Clock routing:
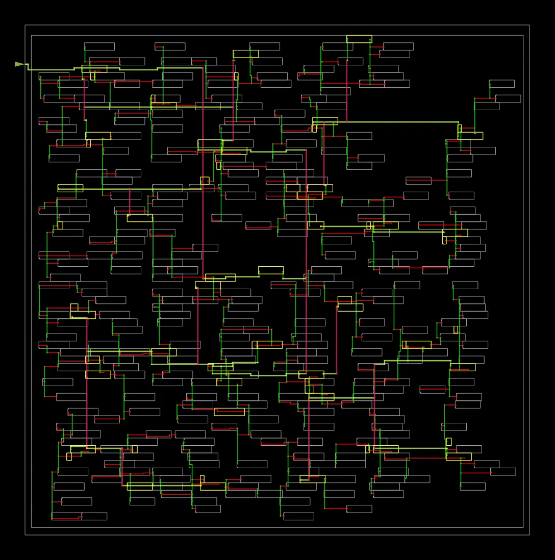
Cell density map:
(2 px per um) 18 x 19 tiles, from black (low) to pale yellow (high), 0 to 100% covered.
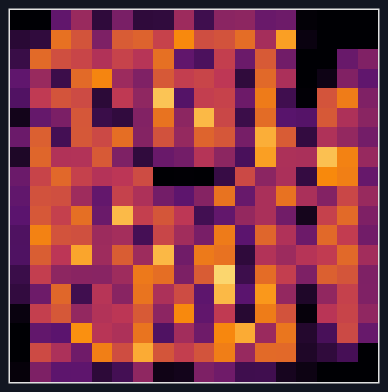
Signal wires on met2:
(2 px per um)
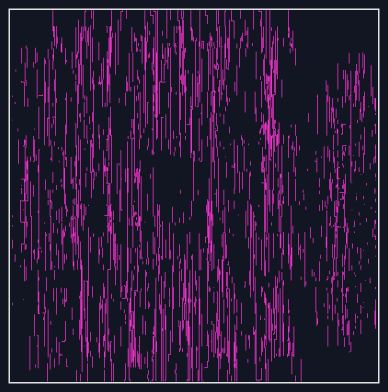
File: src/rtl/timx_apb_cfg_master.sv
// APB3 initiator that drains a small command FIFO into the timer's register-file slave port.
// Optional ACCESS-phase watchdog enabled by defining TIMX_APB_TIMEOUT_EN.
module timx_apb_cfg_master #(
  parameter int unsigned AW          = 16,
  parameter int unsigned DW          = 32,
  parameter int unsigned FIFO_DEPTH  = 4,
  parameter int unsigned TIMEOUT_CYC = 255
) (
  input  logic          apb_clk,
  input  logic          apb_rst_n,
  input  logic          cmd_valid,
  output logic          cmd_ready,
  input  logic          cmd_write,
  input  logic [AW-1:0] cmd_addr,
  input  logic [DW-1:0] cmd_wdata,
  output logic          rsp_valid,
  output logic [DW-1:0] rsp_rdata,
  output logic          rsp_err,
  output logic          busy,
  output logic          timx_psel,
  output logic          timx_penable,
  output logic          timx_pwrite,
  output logic [AW-1:0] timx_paddr,
  output logic [DW-1:0] timx_pwdata,
  input  logic [DW-1:0] timx_prdata,
  input  logic          timx_pready,
  input  logic          timx_pslverr
);

  localparam int unsigned PW = $clog2(FIFO_DEPTH);
  localparam int unsigned CW = PW + 1;

  typedef struct packed {
    logic          write;
    logic [AW-1:0] addr;
    logic [DW-1:0] wdata;
  } cmd_t;

  typedef enum logic [1:0] {
    S_IDLE,
    S_SETUP,
    S_ACCESS
  } state_t;

  cmd_t          fifo_mem [FIFO_DEPTH];
  cmd_t          head;
  logic [PW-1:0] wr_ptr;
  logic [PW-1:0] rd_ptr;
  logic [CW-1:0] count;
  logic [CW-1:0] count_nxt;
  logic          push;
  logic          pop;
  logic          load;
  logic          fifo_empty;

  state_t        state;
  state_t        state_nxt;
  logic          psel_nxt;
  logic          penable_nxt;
  logic          pwrite_nxt;
  logic [AW-1:0] paddr_nxt;
  logic [DW-1:0] pwdata_nxt;
  logic          rsp_valid_nxt;
  logic [DW-1:0] rsp_rdata_nxt;
  logic          rsp_err_nxt;

`ifdef TIMX_APB_TIMEOUT_EN
  localparam int unsigned TW = ($clog2(TIMEOUT_CYC + 1) > 8) ? $clog2(TIMEOUT_CYC + 1) : 8;
  logic [TW-1:0] tmo_cnt;
  logic [TW-1:0] tmo_cnt_nxt;
`else
  // TIMEOUT_CYC has no effect without the watchdog
  logic unused_tmo;
  assign unused_tmo = ^32'(TIMEOUT_CYC);
`endif

  assign push       = cmd_valid && cmd_ready;
  assign fifo_empty = (count == '0);
  assign head       = fifo_mem[rd_ptr];
  assign count_nxt  = count + CW'(push) - CW'(pop);

  // Command storage; contents are don't-care until written
  always_ff @(posedge apb_clk) begin
    if (push) begin
      fifo_mem[wr_ptr] <= '{write: cmd_write, addr: cmd_addr, wdata: cmd_wdata};
    end
  end

  always_ff @(posedge apb_clk or negedge apb_rst_n) begin
    if (!apb_rst_n) begin
      wr_ptr    <= '0;
      rd_ptr    <= '0;
      count     <= '0;
      cmd_ready <= 1'b1;
    end else begin
      if (push) wr_ptr <= wr_ptr + PW'(1);
      if (pop)  rd_ptr <= rd_ptr + PW'(1);
      count     <= count_nxt;
      cmd_ready <= (count_nxt != CW'(FIFO_DEPTH));
    end
  end

  // State and registered bus/response outputs
  always_ff @(posedge apb_clk or negedge apb_rst_n) begin
    if (!apb_rst_n) begin
      state        <= S_IDLE;
      timx_psel    <= 1'b0;
      timx_penable <= 1'b0;
      timx_pwrite  <= 1'b0;
      timx_paddr   <= '0;
      timx_pwdata  <= '0;
      rsp_valid    <= 1'b0;
      rsp_rdata    <= '0;
      rsp_err      <= 1'b0;
      busy         <= 1'b0;
`ifdef TIMX_APB_TIMEOUT_EN
      tmo_cnt      <= '0;
`endif
    end else begin
      state        <= state_nxt;
      timx_psel    <= psel_nxt;
      timx_penable <= penable_nxt;
      timx_pwrite  <= pwrite_nxt;
      timx_paddr   <= paddr_nxt;
      timx_pwdata  <= pwdata_nxt;
      rsp_valid    <= rsp_valid_nxt;
      rsp_rdata    <= rsp_rdata_nxt;
      rsp_err      <= rsp_err_nxt;
      busy         <= (count_nxt != '0) || (state_nxt != S_IDLE);
`ifdef TIMX_APB_TIMEOUT_EN
      tmo_cnt      <= tmo_cnt_nxt;
`endif
    end
  end

  always_comb begin
    state_nxt     = state;
    pop           = 1'b0;
    load          = 1'b0;
    psel_nxt      = timx_psel;
    penable_nxt   = timx_penable;
    pwrite_nxt    = timx_pwrite;
    paddr_nxt     = timx_paddr;
    pwdata_nxt    = timx_pwdata;
    rsp_valid_nxt = 1'b0;
    rsp_rdata_nxt = rsp_rdata;
    rsp_err_nxt   = rsp_err;
`ifdef TIMX_APB_TIMEOUT_EN
    tmo_cnt_nxt   = tmo_cnt;
`endif

    case (state)
      S_IDLE: begin
        psel_nxt    = 1'b0;
        penable_nxt = 1'b0;
        load        = !fifo_empty;
      end
      S_SETUP: begin
        penable_nxt = 1'b1;
        state_nxt   = S_ACCESS;
`ifdef TIMX_APB_TIMEOUT_EN
        tmo_cnt_nxt = '0;
`endif
      end
      S_ACCESS: begin
        if (timx_pready) begin
          rsp_valid_nxt = 1'b1;
          rsp_err_nxt   = timx_pslverr;
          rsp_rdata_nxt = timx_pwrite ? '0 : timx_prdata;
          if (!fifo_empty) begin
            load = 1'b1;
          end else begin
            state_nxt   = S_IDLE;
            psel_nxt    = 1'b0;
            penable_nxt = 1'b0;
          end
        end
`ifdef TIMX_APB_TIMEOUT_EN
        else if (tmo_cnt == TW'(TIMEOUT_CYC - 1)) begin
          // Abort always passes through IDLE so the bus visibly deselects
          rsp_valid_nxt = 1'b1;
          rsp_err_nxt   = 1'b1;
          rsp_rdata_nxt = '0;
          state_nxt     = S_IDLE;
          psel_nxt      = 1'b0;
          penable_nxt   = 1'b0;
        end else begin
          tmo_cnt_nxt = tmo_cnt + TW'(1);
        end
`endif
      end
      default: begin
        state_nxt   = S_IDLE;
        psel_nxt    = 1'b0;
        penable_nxt = 1'b0;
      end
    endcase

    // Pop the head straight into a SETUP phase
    if (load) begin
      pop         = 1'b1;
      state_nxt   = S_SETUP;
      psel_nxt    = 1'b1;
      penable_nxt = 1'b0;
      pwrite_nxt  = head.write;
      paddr_nxt   = head.addr;
      pwdata_nxt  = head.write ? head.wdata : '0;
    end
  end

endmodule
File: config.mk
export PLATFORM = sky130hd
export DESIGN_NAME = timx_apb_cfg_master
export DESIGN_NICKNAME = d
export VERILOG_FILES = /design/src/rtl/timx_apb_cfg_master.sv
export SDC_FILE = /design/constraint.sdc
export NUM_CORES = 1
export LEC_CHECK = 0
export CORE_AREA = 2 2 182 184
export CTS_CLUSTER_SIZE = 25
export DETAILED_ROUTE_END_ITERATION = 8
export DIE_AREA = 0 0 184 186
export PLACE_DENSITY_LB_ADDON = 0.08
export SKIP_CTS_REPAIR_TIMING = 1
export SLEW_MARGIN = 10
export SYNTH_ARGS = -nofsm -noshare
export SYNTH_HDL_FRONTEND = slang
export SYNTH_SLANG_ARGS = --single-unit
export TNS_END_PERCENT = 1
File: constraint.sdc
create_clock -name apb_clk -period 3.3 [get_ports apb_clk]
set_input_delay 0.66 -clock apb_clk [delete_from_list [all_inputs] [get_ports apb_clk]]
set_output_delay 0.66 -clock apb_clk [all_outputs]
set_load 0.01 [all_outputs]
==> impl_metrics.json <==
{
  "drc_errors": 0,
  "htree_levels": 2,
  "wl_mm": 24.0,
  "place_area_um2": 13300,
  "r2r_end": "busy$_DFF_PN0_",
  "arrival_ps": 3120,
  "ys_cells": 619,
  "instances_no_fill": 1242,
  "crit_type": "in2reg",
  "flop_area_um2": 8290,
  "portBuffers": 172,
  "totalPowerFinal_w": 0.0132,
  "async_reset_ff_frac": 0.329,
  "fmax_mhz": 363,
  "fin_skew_ps": 21.3,
  "most_common_cell": "edfxtp_1",
  "critPathMaxStageDelay_ps": 470,
  "die_h_um": 186,
  "worstMarginPinSlew_ps": 995,
  "vias": 5812,
  "slew_headroom": 0.337,
  "place.gp.congestion": 0.697,
  "topRoutingLayerUsed": "met5",
  "dieArea_um2": 34200,
  "startpoint": "timx_pready",
  "status": "finished, final reports clean",
  "drt_iter0_markers": 263,
  "path_cells": "clkdlybuf4s50_1 -> nor2b_1 -> nor3_4 -> ha_1 -> inv_1 -> ha_1 -> fa_1 -> xor2_1 -> xnor2_1 -> or4b_1",
  "crit_required_ps": 3660,
  "grt_pass1_wl_mm": 36.2,
  "buffers": 183,
  "syn-cell-area_um2": 11100,
  "syn_inst": 619,
  "final-clk-cell-share": 0.0743,
  "grt_max_degree": 69,
  "synth-edff-count": 196,
  "p_leak_nw": 5.31,
  "wl_met1_mm": 10.5,
  "wl_per_cell_um": 19.3,
  "hold_path_class": "in2async",
  "drv_cap": 0,
  "dp_hpwl_mm": 13.3,
  "critPathCapture": "busy$_DFF_PN0_",
  "cts_root_buf": "clkbuf_16",
  "comb_share": 0.174,
  "area_leaders": "edfxtp_1 53%, dfrtp_1 21%, mux4_2 9.9%",
  "post-place-ws_ps": 30.4,
  "slew_violations": 0,
  "cp.buffers_inverters": 2,
  "top_area_frac": 0.529,
  "inverters_excl_clock": 39,
  "ys_seq_share": 0.746,
  "cp_common_cell": "ha_1",
  "yosysChipArea_um2": 11100,
  "viasPerCell": 4.68,
  "io_pins": 173,
  "cp_top_family": "adder cells",
  "ant_nets": 0,
  "r2r_start": "count[2]$_DFF_PN0_",
  "met2_usage": 0.240,
  "synthDistinctLibCells": 31,
  "ir_drop_v": 0.000495,
  "seq-cell-share": 0.576,
  "finalHoldViolations": 0,
  "cp-start-kind": "primary input",
  "clock_sinks": 292,
  "final_cell_mix": "196 x edfxtp_1, 171 x clkdlybuf4s50_1, 93 x dfrtp_1, 66 x nand2_1, 49 x mux4_2",
  "hold_slack_ps": 113,
  "diodes": 0,
  "die-width_um": 184,
  "worst_slack_ps": 544,
  "overflow": 0,
  "cts_tree": "yes"
}
Notes on 'clock routing' above:
flop count: 292
worst skew pair latency: 510 ps
# clk buffers: 45

Notes on 'cell density map' above:
The emptiest ninth of the die: upper right. 4.4% of the tiles are over 75% full. The mean over all tiles is 41%. The fullest tile reaches 91%. 7.0% of the tiles are nearly empty.
post-layout util: 0.447
core area: 32200 um2
Initial Util: 0.345

Notes on 'signal wires on met2' above:
The layer holds 48% of the routed length. The longest straight run is 75.5 um. 767 nets have wire on it. The wires run mostly vertical.

-- where the power goes --
| group | switching (W) | total [W] | internal, W |
|---|---|---|---|
| combinational | 0.00204 | 0.00429 | 0.00225 |
| sequential | 0.000468 | 0.00540 | 0.00494 |
| clock | 0.00142 | 0.00355 | 0.00213 |
-- registers in the layout, summed over array words and instances (netlist names), 2 cells and up --
signal       cells
count            3
wr_ptr           2
state            2
rd_ptr           2
rsp_rdata       32
timx_pwdata     32
timx_paddr      16
fifo_mem       196
-- kinds of logic after synthesis --
| family | Yosys count | synth area share |
|---|---|---|
| compound gates | 35 | 0.0163 |
| xor+xnor | 5 | 0.00394 |
| fa+ha+maj | 7 | 0.00855 |
| buf+inv | 69 | 0.0288 |
| flops | 292 | 0.746 |
| mux | 100 | 0.147 |
| simple gates | 111 | 0.0494 |
Power is estimated from default activity; no workload was simulated.
